### config.mk
export PLATFORM = sky130hd
export DESIGN_NAME = bmu_soft_pipe
export DESIGN_NICKNAME = d
export VERILOG_FILES = /design/src/rtl/viterbi_pkg.sv /design/src/rtl/bmu_pipe_stage.sv /design/src/rtl/bmu_soft_pipe.sv
export SDC_FILE = /design/constraint.sdc
export NUM_CORES = 1
export LEC_CHECK = 0
export ABC_AREA = 0
export CORE_ASPECT_RATIO = 1.1
export CORE_MARGIN = 2
export CORE_UTILIZATION = 40
export DETAILED_ROUTE_END_ITERATION = 10
export GPL_TIMING_DRIVEN = 0
export PLACE_DENSITY = 0.68
export SETUP_SLACK_MARGIN = 0.5
export SLEW_MARGIN = 20
export SYNTH_ARGS = -nofsm -noshare
export SYNTH_HDL_FRONTEND = slang
export SYNTH_HIERARCHICAL = 1
export SYNTH_SLANG_ARGS = --single-unit
### constraint.sdc
create_clock -name clk -period 2.4 [get_ports clk]
set_clock_uncertainty 0.2 [all_clocks]
set_input_delay 0.72 -clock clk [delete_from_list [all_inputs] [get_ports clk]]
set_output_delay 0.72 -clock clk [all_outputs]
set_load 0.01 [all_outputs]
### src/rtl/viterbi_pkg.sv
// Shared Viterbi definitions: default code geometry, metric width helper and the
// per-symbol soft distance used by the branch metric unit and its reference model.
package viterbi_pkg;

    localparam int N_SYM_DEF  = 2;
    localparam int SOFT_W_DEF = 3;

    function automatic int bm_w(input int n, input int s);
        return s + $clog2(n);
    endfunction

    // Distance of soft symbol 'sym' from expected bit 'b'; an erased symbol carries no evidence.
    function automatic int sym_dist(input int sym, input logic b, input logic erase, input int soft_w);
        if (erase) begin
            return 0;
        end
        if (b) begin
            return ((1 << soft_w) - 1) - sym;
        end
        return sym;
    endfunction

endpackage

### src/rtl/bmu_pipe_stage.sv
// Generic valid/ready register slice: loads when empty or when its content leaves this cycle.
module bmu_pipe_stage #(
    parameter int DW = 8
) (
    input  logic          clk,
    input  logic          reset,
    input  logic          in_valid,
    output logic          in_ready,
    input  logic [DW-1:0] in_data,
    output logic          out_valid,
    input  logic          out_ready,
    output logic [DW-1:0] out_data
);

    logic          valid_reg;
    logic [DW-1:0] data_reg;
    logic          adv;

    assign adv       = !valid_reg || out_ready;
    assign in_ready  = adv;
    assign out_valid = valid_reg;
    assign out_data  = data_reg;

    // Data only changes on a real load, so an emptied stage keeps its last payload.
    always_ff @(posedge clk) begin
        if (reset) begin
            valid_reg <= 1'b0;
            data_reg  <= '0;
        end else if (adv) begin
            valid_reg <= in_valid;
            if (in_valid) begin
                data_reg <= in_data;
            end
        end
    end

endmodule

### src/rtl/bmu_soft_pipe.sv
// Soft-decision branch metric unit: masked per-symbol distances in S1, per-codeword
// sums plus frame step count in S2, with elastic valid/ready flow control.
module bmu_soft_pipe
    import viterbi_pkg::*;
#(
    parameter  int N_SYM  = N_SYM_DEF,
    parameter  int SOFT_W = SOFT_W_DEF,
    localparam int BM_W   = bm_w(N_SYM, SOFT_W),
    localparam int N_CW   = 2 ** N_SYM
) (
    input  logic                    clk,
    input  logic                    reset,
    input  logic                    in_valid,
    output logic                    in_ready,
    input  logic [N_SYM*SOFT_W-1:0] sym_i,
    input  logic [N_SYM-1:0]        erase_i,
    input  logic                    last_i,
    output logic                    out_valid,
    input  logic                    out_ready,
    output logic [N_CW*BM_W-1:0]    bm_o,
    output logic                    last_o,
    output logic [15:0]             step_cnt_o
);

    localparam int DW_W   = N_SYM * SOFT_W;
    localparam int S1_DW  = 2 * DW_W + 1;
    localparam int BM_ALL = N_CW * BM_W;
    localparam int S2_DW  = 16 + 1 + BM_ALL;

    logic [DW_W-1:0]   d0_next;
    logic [DW_W-1:0]   d1_next;
    logic [S1_DW-1:0]  s1_in;
    logic [S1_DW-1:0]  s1_data;
    logic              s1_valid;
    logic              s2_in_ready;
    logic [DW_W-1:0]   s1_d0;
    logic [DW_W-1:0]   s1_d1;
    logic              s1_last;
    logic [BM_ALL-1:0] bm_next;
    logic [15:0]       step_next;
    logic [S2_DW-1:0]  s2_in;
    logic [S2_DW-1:0]  s2_data;

    // Distance of each symbol to an expected '0' and to an expected '1', erasures forced to zero.
    for (genvar gi = 0; gi < N_SYM; gi++) begin : g_dist
        assign d0_next[gi*SOFT_W +: SOFT_W] =
            SOFT_W'(sym_dist(int'(sym_i[gi*SOFT_W +: SOFT_W]), 1'b0, erase_i[gi], SOFT_W));
        assign d1_next[gi*SOFT_W +: SOFT_W] =
            SOFT_W'(sym_dist(int'(sym_i[gi*SOFT_W +: SOFT_W]), 1'b1, erase_i[gi], SOFT_W));
    end

    assign s1_in = {last_i, d1_next, d0_next};

    bmu_pipe_stage #(.DW(S1_DW)) u_s1 (
        .clk       (clk),
        .reset     (reset),
        .in_valid  (in_valid),
        .in_ready  (in_ready),
        .in_data   (s1_in),
        .out_valid (s1_valid),
        .out_ready (s2_in_ready),
        .out_data  (s1_data)
    );

    assign s1_d0   = s1_data[DW_W-1:0];
    assign s1_d1   = s1_data[2*DW_W-1:DW_W];
    assign s1_last = s1_data[S1_DW-1];

    // Codeword bit j selects which precomputed distance of symbol j joins the sum.
    for (genvar gi = 0; gi < N_CW; gi++) begin : g_cw
        logic [BM_W-1:0] acc;
        always_comb begin
            acc = '0;
            for (int j = 0; j < N_SYM; j++) begin
                if (((gi >> j) & 1) != 0) begin
                    acc = acc + BM_W'(s1_d1[j*SOFT_W +: SOFT_W]);
                end else begin
                    acc = acc + BM_W'(s1_d0[j*SOFT_W +: SOFT_W]);
                end
            end
        end
        assign bm_next[gi*BM_W +: BM_W] = acc;
    end

    // S2 retains the last loaded tag and count, which decide where the next load resumes.
    assign step_next = last_o ? 16'd1 : step_cnt_o + 16'd1;
    assign s2_in     = {step_next, s1_last, bm_next};

    bmu_pipe_stage #(.DW(S2_DW)) u_s2 (
        .clk       (clk),
        .reset     (reset),
        .in_valid  (s1_valid),
        .in_ready  (s2_in_ready),
        .in_data   (s2_in),
        .out_valid (out_valid),
        .out_ready (out_ready),
        .out_data  (s2_data)
    );

    assign bm_o       = s2_data[BM_ALL-1:0];
    assign last_o     = s2_data[BM_ALL];
    assign step_cnt_o = s2_data[S2_DW-1:BM_ALL+1];

endmodule
Fig. 1: selected gate families
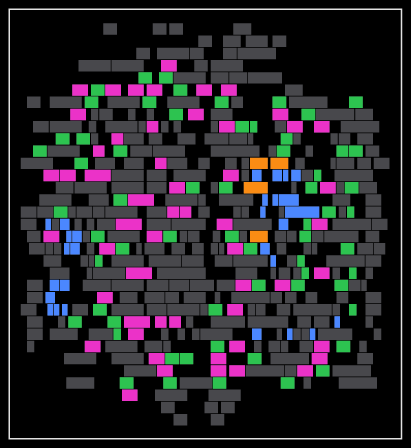
| family | color | cells |
|---|---|---|
| multiplexers | orange | 4 |
| inverting AOI/OAI gates | green | 62 |
| AND-OR and OR-AND gates | magenta | 54 |
| NOR gates | blue | 28 |
most frequent logic cell in the layout: a21oi_2
final cell count without fillers: 483
logic share of the area: 49.0%

Fig. 2: floorplan with the power grid
Pins as bars on the die edge.
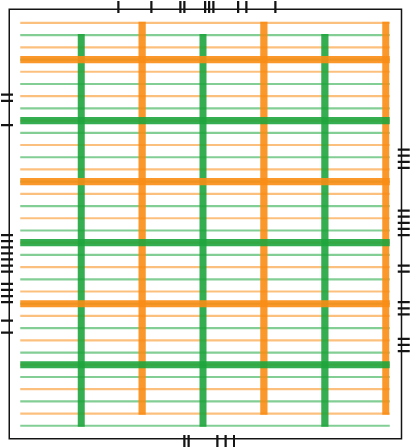
| net | color |
|---|---|
| VSS | green |
| VDD | orange |
met5 straps: 6
met1 rails: 34
signal pins: 48
rows: 33
core area: 0.00739 mm2
die height: 95.4 um

Fig. 3: close-up of the layout
Window x 0 to 50, y 45 to 95 um. Cells in gray, sequential cells in the stronger gray; small squares are vias.
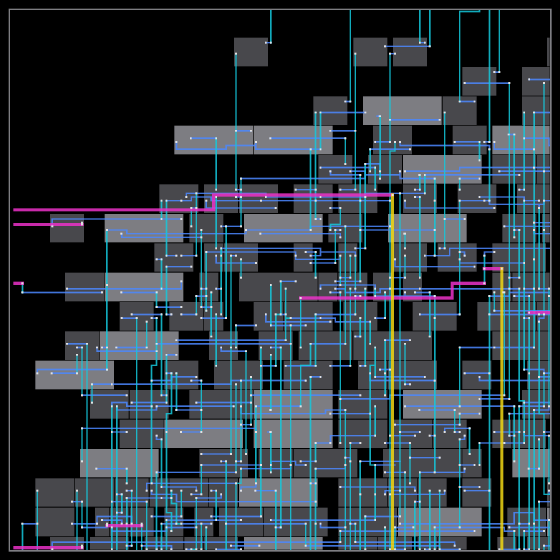
| layer | color |
|---|---|
| met2 | cyan |
| met4 | yellow |
| met3 | magenta |
| met1 | blue |
cells with their middle in the window: 116
netlist names of flops here include: u_s2/out_data (11), u_s1/out_data (7)
sequential cells in the window: 18
most frequent: a21oi_2 (17), dfxtp_1 (17), a21bo_1 (15)

==> flow_summary_export.csv <==
group,metric,value,unit
clock_tree,cts_hold_buf,0,
floorplan,fp-row-count,33,
pwr,pwr_density_cell,415,mW/mm2
logic_synthesis,top_cell,"nand3_1",
detailed_routing,wire_per_inst,15.7,um
pwr,power_top_consumer,"registers",
logic_synthesis,area_leaders,"dfxtp_1 32%, a21bo_1 13%, a21oi_2 11%",
setup_path,crit_cells,8,
outcome,violations,"setup timing",
cells_and_area,num-fill-cells,669,
sta,hold_viol,0,
logic_synthesis,ys_sh_simple,17.6,%
pwr,internal_power,1.32,mW
floorplan,fp_util,41.1,%
hold_path,hold_end,"u_s2/out_data[16]$_SDFFE_PP0P_",
detailed_routing,dr_wl_met2,3880,um
logic_synthesis,top_area_share,31.7,%
logic_synthesis,synthAoiAreaFrac,32.4,%
setup_path,cp.arrival,1620,ps
logic_synthesis,syn_inst,321,
detailed_routing,drt_iter0_markers,80,
setup_path,crit_path_top_delay_cell,"nand2b_4",
grt,grt_max_degree,15,
clock_tree,cts_htree_levels,2,
logic_synthesis,flop_cell,"dfxtp_1",
clock_tree,path_clk_slew,100,ps
logic_synthesis,xor_share,2.02,%
detailed_routing,vias,2635,
grt,grt_overflow_total,0,
logic_synthesis,ys_seq_share,31.7,%
sta,setup_ws,-142,ps
logic_synthesis,yosys_area,0.00304,mm2
grt,grt_use_met2,31.8,%
logic_synthesis,adder_share,8.00,%
cells_and_area,seqCellArea,0.00102,mm2
pwr,p_clk,0.691,mW
grt,met3_usage,3.29,%
setup_path,cp_cell_sequence,"buf_6 -> nand2b_4 -> buf_6 -> buf_8 -> nand2b_4 -> buf_8 -> buf_6 -> buf_6",
cells_and_area,drive_gt1_share,38.9,%
pwr,pwr-share-seq,47.2,%
clock_tree,cts_buffers,5,
clock_tree,cts_setup_buffers,8,
cells_and_area,inverters_excl_clock,5,
detailed_routing,top_layer,"met4",
clock_tree,ctsLongestPathBuffers,2,
cells_and_area,fin_area,0.00419,mm2
outcome,status,"finished with violations",
grt,antenna_found_initial,0,
setup_path,r2r_start,"u_s2/out_data[18]$_SDFFE_PP0P_",
cells_and_area,clk_share,3.08,%
logic_synthesis,topCombFamilyByArea,"AND-OR/OR-AND gates",
sta,final-setup-viol-count,1,
floorplan,nWellTaps,87,
setup_path,critPathKind,"input pin to primary output",
sta,setup_tns,-142,ps
floorplan,die_w,87.1,um
detailed_routing,antenna_left,0,
setup_path,cp_max_fo,2,
floorplan,num_io_pins,48,
detailed_routing,viasPerCell,5.46,
hold_path,whs_path_depth,2,
pwr,power_frac_clock,39.8,%
cells_and_area,fin_util,56.7,%
Power is estimated from default activity; no workload was simulated.
